Figure 1. Wiring heat map.
The die is cut into 30 by 30 equal tiles; dark blue is low, red is high, scaled to the fullest tile. Values are wire area over tile area, all layers added.
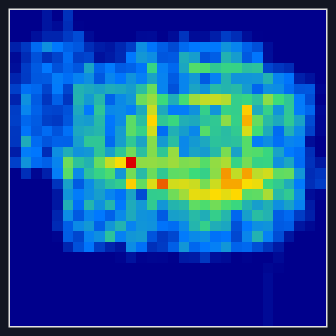
Figure 2. Clock wires, drivers and flops.
Bar = 100 microns.
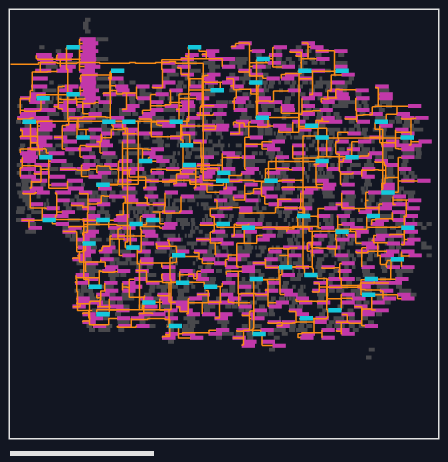
Figure 3. Cell classes on the final placement.
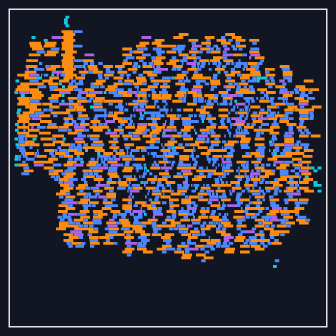
Figure 4. Clock wiring as the flow saved it.
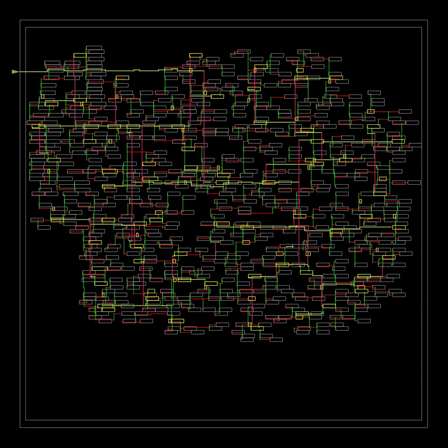
Design mem_access_ctrl, sky130hd; sources not shown.
==> out/metrics.cfg <==
[cells_and_area]
clk_share_pct=6.39
largest_class=sequential cells
combGateArea_sq_mm=0.0111
final_common_cell=mux2_2
diodes=0
inv_count=11
largest_register_ff_count=512
comb_share_pct=36.5
signal_buffers=62
fill_cells=7717
seqCellArea_sq_mm=0.0155
syn_to_final_growth_pct=11.1

[timing]
rsz0062_at_grt=false
setup_ws_ns=44.98
whs_ns=0.490
finalHoldViolations=0
slew_headroom_pct=-122
finalClockPeriodUsage_pct=19.4
tightest_slew_ns=3.33
max_freq_ghz=0.0925
setup_viol=0
setup_tns_ns=0
finalMaxSlewViolations=169

[grt]
grt_pass1_vias=17053
grt-ovfl-total=0
grt_max_degree=141
track_usage_pct=16.5
antenna_found_initial=0

[route]
drc_errors=0
ant_nets=0
via_per_inst=5.47
dr.first_iter.drc_count=1247

[setup_path]
required_ns=56.33
crit_type=primary input to asynchronous set/reset pin
cpMaxStageDelayCell=buf_4
path_delay_family=buffers and inverters
cpMostUsedCell=buf_4
path_max_fanout=140
worst-path-stages=4
critical-path-max-stage-delay_ns=0.86
start_kind=primary input
rr_worst_depth=5

[cts]
htreeDepth=2
cts_setup_buffers=0
cts_resized=0
cts_tree=built
cts_root_buf=clkbuf_16

[yosys]
synth_top_cell_by_area=dfrtp_1
synth_top_area_share_pct=49.8
avgSynthCellArea_sq_um=15.0
topCellsByArea=dfrtp_1, mux2_2, edfxtp_1
ys_warn_count=0
syn_area_sq_mm=0.0274
ys.flops=606
postSynthSeqShare_pct=56.4
synth-main-ff-cell=dfrtp_1
post-synth-top-count-cell=mux2_2
ys_cells=1826
synthArstFlopShare_pct=90.1
top_cells_by_count=mux2_2, dfrtp_1, mux4_2

[floorplanning]
fp_util_pct=33.4
fp.dieW_microns=296
die-area_sq_mm=0.0878
die-height_microns=296
nWellTaps=1070

[placed_design]
dp_hpwl_microns=44300
dpl_worst_slack_ns=44.05
dpl_cell_area_sq_mm=0.0287

[status]
violations=max-capacitance violations, max-slew violations
status=finished with violations

[power_and_ir_drop]
p_int_w=0.000972
maxPowerGroup=registers
pg_seq_w=0.000614
p_sw_w=0.000549
swShare_pct=36.1
seqPwrFrac_pct=40.3
finalPower_w=0.00152
combPwrFrac_pct=32.9
power_density_mw_per_mm2=49.9

[worst_hold_path]
hold_path_class=flop to flop
hold_depth=1

[run]
warnings=31
cap_violations=7

-- Figure 1 (at the start) --
- emptiest ninth of the die: lower left
- mean over tiles: 0.13
- tiles over half the peak: 9.7%
- fullest tile: 0.65
- nearly empty tiles: 37%
- densest ninth of the die: center
routed wire length per instance: 24.6 microns
routed wire length: 72,100 microns
Vias: 16,045

-- Figure 2 (at the start) --
- clock wires: orange (length 7,660 microns)
- flip-flops: magenta (count 606)
- clock drivers: cyan (count 59)
- routed clock nets: 60
clock-net power: 0.000407 W
skew final: 0.0255 ns
clock share of power: 26.7%
Late-Pin Clk Latency: 0.64 ns

-- Figure 3 (at the start) --
- clock drivers and dummy loads: purple (cells 109; share of their area 6.7%)
- other buffers and delay cells: cyan (cells 62; share of their area 1.9%)
- combinational and other logic: blue (cells 1,085; share of their area 38%)
- flops: orange (cells 606; share of their area 53%)
row count: 105
Finished Core Util: 37.1%
core area: 0.0822 sq mm
design area: 0.0305 sq mm
Seq/total area: 50.8%

-- Figure 4 (at the start) --
clk_buf instances: 85
CTS buffer count: 59
FF+latch count: 606
Clock Sink Count: 606

-- kinds of logic after synthesis --
kind of cell / Yosys count / synth area share [%]
multiplexers: 687 / 31.4
flip-flops: 606 / 56.4
AND/OR/NAND/NOR: 196 / 4.24
AND-OR/OR-AND: 179 / 4.86
buffers and inverters: 146 / 2.64
XOR/XNOR: 6 / 0.192
adder cells (fa/ha/maj): 6 / 0.301
-- per-layer routing --
layer	up-vias	GRT usage [%]	wire (microns)
li1	6829	-	-
met1	8692	23.1	32500
met2	408	26.1	33300
met3	116	3.97	4620
met4	0	3.98	1710
met5	-	0	0
-- worst reg2reg max path, delay by kind of cell, from the launching register on --
| kind | cells | cell delay, ns |
|---|---|---|
| flops | 1 | 1.52 |
| mux | 1 | 0.38 |
| simple gates | 3 | 2.33 |
| buf+inv | 1 | 2.46 |
Power and IR drop assume default switching activity.
